Design directory_controller_flat, sky130hd; sources not shown.
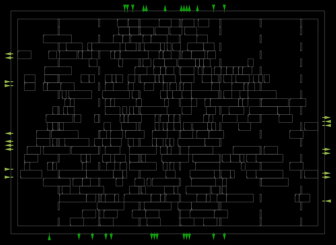
*Cell placement, run 1*
Core Region: 7250 µm²
number of filler cells placed in the layout: 712
sequential cell area share: 27.5%

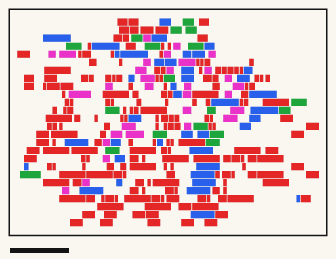
*Cell sizes after repair, run 1*
Scale bar: 20 µm.
[_2 cells] blue | cells: 40 | share: 14%
[_3 and _4 cells] magenta | cells: 31 | share: 11%
[_0 and _1 cells] red | cells: 199 | share: 69%
[_6 and larger] green | cells: 18 | share: 6.3%
post-route cell area: 3120 µm²
number of buffers other than clock buffers in the final layout: 65
fin worst setup slack: -0.338 ns
area growth from synthesis to layout: 49.7%

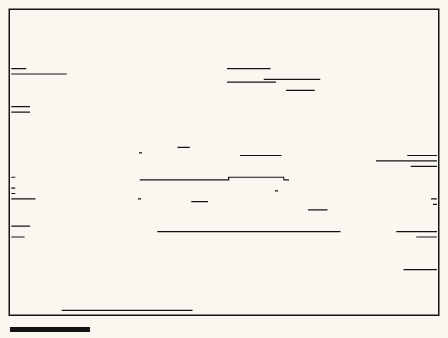
*Met3 routing, run 1*
Scale bar: 20 µm.
nets with wire on the layer: 28
longest straight run: 45.5 µm
sum of routed wire length over all layers: 6340 µm
number of vias in the routed layout: 1963

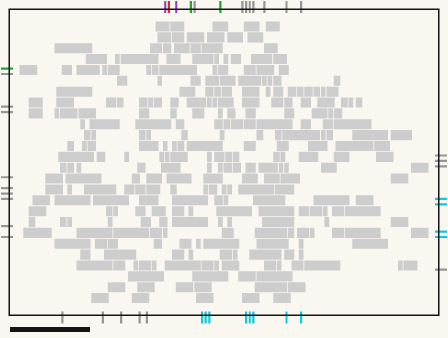
*Pin placement, run 1*
Scale bar: 20 µm. Pins as bars across the die edge, other pins in gray.
[`bus_wb_node`] purple | pins: 2 | direction: input | edge: top
[`state_dbg`] green | pins: 3 | direction: output | edge: 2 top, 1 left
[`bus_wb_valid`] red | pins: 1 | direction: input | edge: top
[`sharers_dbg`] cyan | pins: 12 | direction: output | edge: 8 bottom, 4 right
height of the die: 76.2 µm
Die Width: 107 µm

==> notes.md, run 1 <==
Implementation numbers.

- The run finished, with violations left.
- The checks that failed: negative setup slack.
- The cell area reported after detailed placement is ~2700 µm².
- The final weighted congestion recorded by global placement is 0.806.
- Before antenna repair, the detailed router went through 4 iterations.
- The global-route met1 utilization is 25.3%.
- Of the available clock period, the critical path in the final layout requires 115%.
- Clock network power for this build is 0.516 mW.
- The worst reg-to-reg setup slack is -0.28 ns.
- Per the final timing report, the hold violations number 0.
- The clock insertion delay at the later pin of the skew report is 0.29 ns.
- In this run the remaining antenna-violating nets after routing total 0.
- The total met2 wirelength after detailed routing is 2680 µm.
- According to the floorplan log, the row count is 26.
- The adder-cell share of the synthesized area is about 1.8%.
- The warning tally printed by Yosys for this design is 0.
- For this run, global-route usage on met3 was measured as 3.08%.
- 44 I/O pins were placed.
- The layout summary lists the proportion of cells stronger than drive strength 1 as between 30% and 40%.
- In the layout the commonest cells are dfrtp_1 (28), nor2_1 (27), dlymetal6s2s_1 (25).
- The clock share of power is 10.3%.
- In this run, distinct cell masters in the synthesized netlist total around 42.
- The number of buffers added by the clock tree synthesis step is 5.
- The amount of wire on met3 after detailed routing is ~280 µm.
- In the synthesized netlist, mux cells make up 11.3% of the area.
- The share of total power dissipated in sequential elements is 24.4%.
- Data on the critical path is required at its endpoint by 2.33 ns.
- The number of vias per cell after detailed routing is 5.09.
- Before CTS, the worst setup slack after placement is -0.815 ns.
- The prevailing logic family in the synthesized netlist is simple AND/OR/NAND/NOR gates.
- The top achievable clock speed is 394 MHz.
- Signal nets in the final route climb as high as met4.
- At the pin with the least slew margin, the transition time is 0.738 ns.
- Setup slack on the critical path of the routed design comes to -0.338 ns.
- Per STA, the highest per-stage delay on the worst path measures 0.61 ns.
- The internal portion of total power is 2.47 mW.
- The kind of critical path is in2reg.
- For this block, the initial DRC count from the detailed router was 76.
- The aoi/oai-family share of the synthesized area is 19.8%.
- The clock passes through at most 2 buffers.
- The number of logged tool warnings is 30.
- After global routing the overflow that remains totals 0.
- The power in sequential cells is 1.22 mW.
- Setup violations remaining at the end of the flow were counted as 22.
- The number of nets at floorplan is 242.
- Setup repair after global routing could not meet its margin everywhere.
- The path category of the worst min-delay check is reg2reg.
- The standby leakage power is 1.58 nW.
- The global-route wire length before repair is 9950 µm.
- The highest-power group is combinational logic.
- The cell chosen for the clock root is clkbuf_8.
- The clock sink count is 34.
- The capturing element type of the critical path is a flop.
- The worst register-to-register path depth is 6.
- The final-stage net count is just over 300.
- The initial core utilization is ~29%.
- The post-detailed-placement half-perimeter wirelength is about 4600 µm.
- In this run, the synthesized area fraction spent on and/or/nand/nor cells is recorded as 21.9%.
- Counting buffers and inverters, the worst setup path is 7 cells deep.
- Counting instances, the worst hold path has a depth of 2.
- STA lists the maximum fanout along the critical path as 8.
- The share of total power consumed by net switching is 50.7%.
- The worst setup path is launched from an input port.
- The minimum clock period is 2.54 ns.
- Broken down by cell family, the worst path's largest delay share belongs to simple AND/OR/NAND/NOR gates.
- The combinational cell fraction of total power is 65.3%.
- The via count of the first global-routing pass is 1779.
- The H-tree generated during clock tree synthesis spans 2 levels.
## run 1: cells in the mapped netlist (all sizes together)
cell	n	share of area, %
buf	1	0.36
nor2	31	5.6
a211oi	2	0.72
nor2b	3	0.90
nand2b	10	3.0
o21bai	1	0.36
a311o	1	0.48
o211ai	2	0.72
inv	8	1.4
mux2	4	2.2
o211a	1	0.48
and2	3	0.90
o21a	1	0.36
a21oi	7	1.7
ha	3	1.8
clkbuf	10	1.8
nand3b	1	0.36
nand2	24	4.3
o31ai	1	0.36
a31oi	4	1.2
a21boi	3	1.1
nand4	3	0.90
a22oi	2	0.72
or3	1	0.30
and3	3	0.90
nor3b	1	0.36
mux4	8	8.6
a31o	16	6.7
mux2i	1	0.48
nor3	6	1.7
or4b	1	0.48
nor4	1	0.30
nand3	5	1.2
nor4b	1	0.42
a32oi	1	0.42
dfrtp	34	41
xnor2	2	0.84
o21ai	17	4.1
or2	1	0.30
o311ai	1	0.42
## run 1: cell families (layout without fill, tap and decap cells)
group / count (synthesis) / in the layout
compound gates: 60 / 60
fa+ha+maj: 3 / 3
xor+xnor: 2 / 2
simple gates: 95 / 95
mux: 13 / 13
flops: 34 / 34
buf+inv: 19 / 81
## run 1: cell type report
cell class | instances | area [µm²] | share of cell area [%]
clock buffer | 6 | 82.6 | 2.65
buffer | 9 | 75.1 | 2.40
clock inverter | 2 | 16.3 | 0.521
tap | 98 | 123 | 3.93
multi-input combinational | 173 | 1330 | 42.6
timing repair buffer | 56 | 603 | 19.3
inverter | 8 | 33.8 | 1.08
sequential | 34 | 858 | 27.5
## run 1: through the flow
step	utilization (%)	cells
after floorplan	-	226
after detailed placement	37.5	365
after CTS	38.9	373
after global routing	43.0	386
final	43.0	386
after global placement	37.5	365
==> inputs of run 2 (changes only) <==
CTS_CLUSTER_SIZE = 24   (was unset)
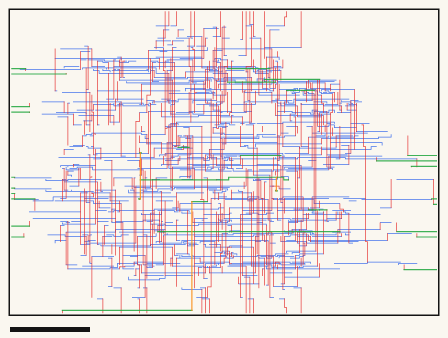
*Signal wires by layer, run 2*
Scale bar: 20 µm.
[metal 2] red | wire length: 2680 µm
[metal 4] orange | wire length: 42.2 µm
[metal 3] green | wire length: 276 µm
[metal 1] blue | wire length: 3350 µm
post-detailed-route wirelength per cell: 16.4 µm
total global routing track utilization: 15.5%

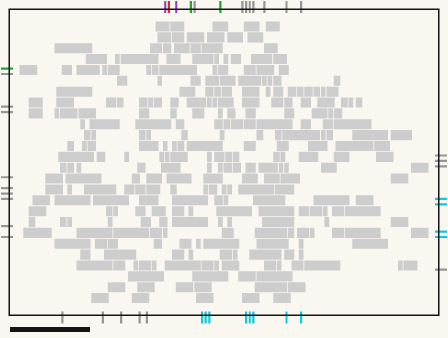
*Pin placement, run 2*
Scale bar: 20 µm. Pins as bars across the die edge, other pins in gray.
[`bus_wb_node`] purple | pins: 2 | direction: input | edge: top
[`state_dbg`] green | pins: 3 | direction: output | edge: 2 top, 1 left
[`sharers_dbg`] cyan | pins: 12 | direction: output | edge: 8 bottom, 4 right
[`bus_wb_valid`] red | pins: 1 | direction: input | edge: top
all pins by edge: 13 top, 13 bottom, 10 left, 8 right
tally of buffers added on design ports: 41

==> notes.md, run 2 <==
Implementation numbers.

- The synthesis warning total is 0.
- In the global route stage, met1 resource usage came out at between 20% and 30%.
- The first global-routing pass estimated 9950 µm of wire.
- The number of optimization iterations in the first detailed-route pass is 4.
- The clock passes through at most 2 buffers.
- The clock insertion delay at the later pin of the skew report is 0.29 ns.
- The multi-input combinational cell area is 1330 µm².
- The cell chosen for the clock root is clkbuf_8.
- The clock sink count is 34.
- The total count of hold-check failures in the final report is 0.
- The via count of the first global-routing pass is 1779.
- The minimum clock period is about 2.5 ns.
- Once layout is done, the placed cells without fillers occupy roughly 3100 µm².
- The fraction of registers with async set or reset after synthesis is 100%.
- The flow ran to the end, but the final reports show violations.
- Setup repair after global routing could not meet its margin everywhere.
- Once routing completed, OpenROAD measured the worst setup slack at -0.338 ns.
- The final setup violation count is 22.
- In this run, the number of DRC markers left after iteration 0 of detailed routing was approximately 76.
- The worst reg-to-reg setup slack is -0.28 ns.
- In the hold timing report, the worst path depth is 2.
- The critical path is of the in2reg type.
- The deepest level of the CTS H-tree is 2.
- Ranked by instance count, the synthesized netlist is headed by dfrtp_1 (34), nor2_1 (31), nand2_1 (24), o21ai_0 (17), a31o_1 (16).
- The element type at the critical path start is an input port.
- The top-level I/O count is 44.
- The power report puts the leakage power at 1.58 nW.
- Per the synth stats, the flop cell with the highest instance count is dfrtp_1.
- From bottom edge to top edge, the die measures 76.2 µm.
- The final route contains ~2000 vias.
- In the placement report, post-DP HPWL is listed as roughly 4600 µm.
- Summed over all layers, the global routing overflow is 0.
- The maximum net fanout on the critical path is 8.
- The placed instances occupy a cell area of ~2700 µm².
- The final layout contains 303 nets.
- Per the OpenROAD floorplan log, the area of the core is 7250 µm².
- The path category of the worst min-delay check is reg2reg.
- The number of enable flip-flop cells is 0.
- The transition time of the tightest slew-check pin is ~0.74 ns.
- The final reports fail on negative setup slack.
- The number of nets with antenna violations after detailed routing is 0.
- Synthesis produced a netlist with a net count of 242.
- Global routing used 3.08% of the available met3 tracks.
- In this run, the combinational gates consume 65.3% of the power.
- The data required time at the worst endpoint is 2.33 ns.
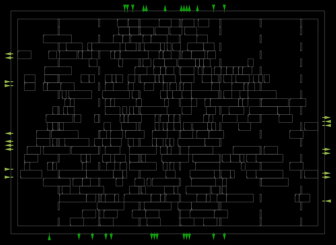
*Cell placement, run 2*
well-tap cell count: 98
final std cells w/o fill: 386
Post-Route Utilization: 43.0%
Flop Count: 34
number of placement rows: 26

==> run 2: cell counts after synthesis <==
No cell type changed its count.
==> run 2: layout make-up <==
type / count / share of cell area [%]
multi-input cells: 173 / 42.6
plain buffers: 9 / 2.40
clock inverters: 2 / 0.521
well taps: 98 / 3.93
flip-flops and latches: 34 / 27.5
repair buffers: 56 / 19.3
inverters: 8 / 1.08
clock buffers: 6 / 2.65
==> run 2: metrics by stage <==
| stage | hold WS [ns] | power (mW) | setup slack [ns] |
|---|---|---|---|
| 2_1_floorplan | 0.413 | 3.24 | -0.423 |
| 3_3_place_gp | 0.435 | 4.11 | -0.825 |
| 4_1_cts | 0.456 | 4.65 | -1.12 |
| 5_1_grt | 0.514 | 5.31 | -0.379 |
| 3_5_place_dp | 0.439 | 4.12 | -0.815 |
| 6_report | 0.453 | 5.01 | -0.338 |
==> run 2: cell families (layout without fill, tap and decap cells) <==
kind of cell | Yosys count | count (layout) | share of synthesized area [%]
compound gates | 60 | 60 | 19.8
xor+xnor | 2 | 2 | 0.840
fa+ha+maj | 3 | 3 | 1.80
buf+inv | 19 | 81 | 3.60
flops | 34 | 34 | 40.8
mux | 13 | 13 | 11.3
simple gates | 95 | 95 | 21.9
==> run 2: metal layers <==
layer	vias up	wire, µm
met1	967	3350
met2	42	2680
met4	0	42
li1	947	-
met3	7	275
met5	-	0
==> run 2: worst max-delay path, cell delays in order <==
cell and delay (ns):
buf_12 0.10, mux4_2 0.61, or4b_4 0.55, o211a_4 0.17, nor3_2 0.17, nand2b_1 0.18
a31o_1 0.23
Power figures rest on the tool's default switching activity, not on a simulated workload.
